==> config.mk <==
export PLATFORM = sky130hd
export DESIGN_NAME = mult_32bit_seq
export DESIGN_NICKNAME = d
export VERILOG_FILES = /design/src/rtl/mult_32bit_seq_pkg.sv /design/src/rtl/mult_32bit_seq_adder.sv /design/src/rtl/mult_32bit_seq.sv
export SDC_FILE = /design/constraint.sdc
export NUM_CORES = 1
export LEC_CHECK = 0
export CAP_MARGIN = 20
export CORE_UTILIZATION = 35
export DETAILED_ROUTE_END_ITERATION = 8
export GPL_ROUTABILITY_DRIVEN = 0
export PLACE_DENSITY = 0.55
export SYNTH_ARGS = -nofsm -noshare
export SYNTH_HDL_FRONTEND = slang
export SYNTH_SLANG_ARGS = --single-unit
==> constraint.sdc <==
create_clock -name clk -period 5.1 [get_ports clk]
set_input_delay 1.02 -clock clk [delete_from_list [all_inputs] [get_ports clk]]
set_output_delay 1.02 -clock clk [all_outputs]
set_load 0.02 [all_outputs]
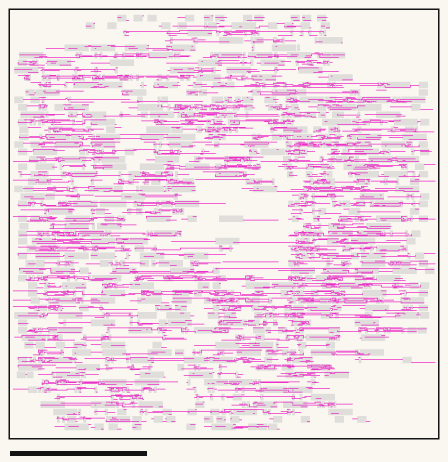
*Metal 1*
Bar = 50 µm. Cells faint in the background.
The wires run mostly horizontal. The longest straight run is 67.6 µm. The layer carries 9920 µm of wire.
grt met1 use: 23.6%
Vias: 6866
Post-Route WL: 20800 µm

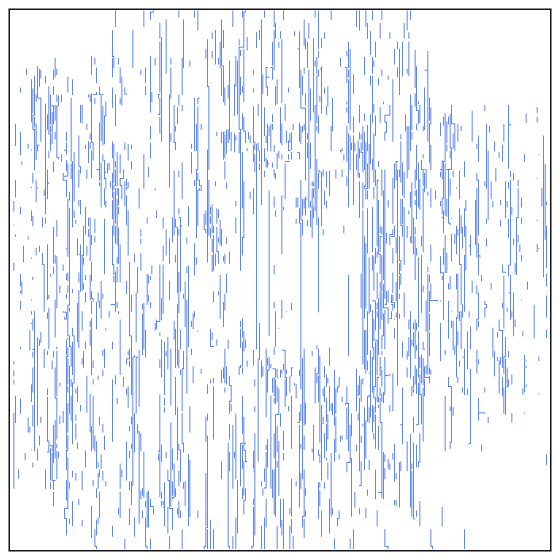
*Met2 routing*
The layer carries 9570 µm of wire. 918 nets have wire on it.
GR Util met2: 29.2%

==> flow_metrics.tcl <==
# implementation run metrics
set metrics [dict create \
    status "finished, final reports clean" \
    antenna_found_initial 0 \
    tns_ns 0 \
    yosys-stat-area_mm2 0.00837 \
    finalCriticalPeriod_ns 3.24 \
    postCtsSetupBuffers 0 \
    most_common_cell "nand2_1" \
    path_delay_family "AND-OR/OR-AND gates" \
    maxSlewHeadroom_pct 35.4 \
    nWellTaps 319 \
    r2r_setup_slack_ns 1.86 \
    largest_class "flip-flops and latches" \
    hold_path_class "flip-flop to flip-flop" \
    setup.worst_path.start_class "flip-flop" \
    n_all_buffers 141 \
    wl_met3_um 1090 \
    seq_area_mm2 0.00418 \
    drive_above_1_share_pct 5.30 \
    ys_top_logic_family "simple AND/OR/NAND/NOR gates" \
    flops 167 \
    final_util_pct 45.4 \
    cts_buffers 17 \
    path_cells "ha_1, fa_1, a211oi_2, o21bai_2, a21oi_2, o31a_1, o311a_4, nor3_2, or3_1, a31oi_1, o21ai_1" \
    firstDrtPassIters 4 \
    cap_violations 0 \
    post_cts_resize_count 0 \
    drtIter0Drc 280 \
    wl_per_cell_um 14.9 \
    crit_buf_inv 0 \
    cp.depth 11 \
    dieArea_mm2 0.0245 \
    syn_area_mm2 0.00837 \
    dp.cells 1363 \
    drc 0 \
    fillers 2330 \
    yosys.area_share.adder_pct 5.32 \
    tightest_slew_ns 0.969 \
    critPathRequiredTime_ns 5.39 \
    leakage_nw 4.90 \
    top_layer "met4" \
    mux_area_share_pct 2.87 \
    combinationalPowerShare_pct 51.3 \
    cts_hold_buf 0 \
]
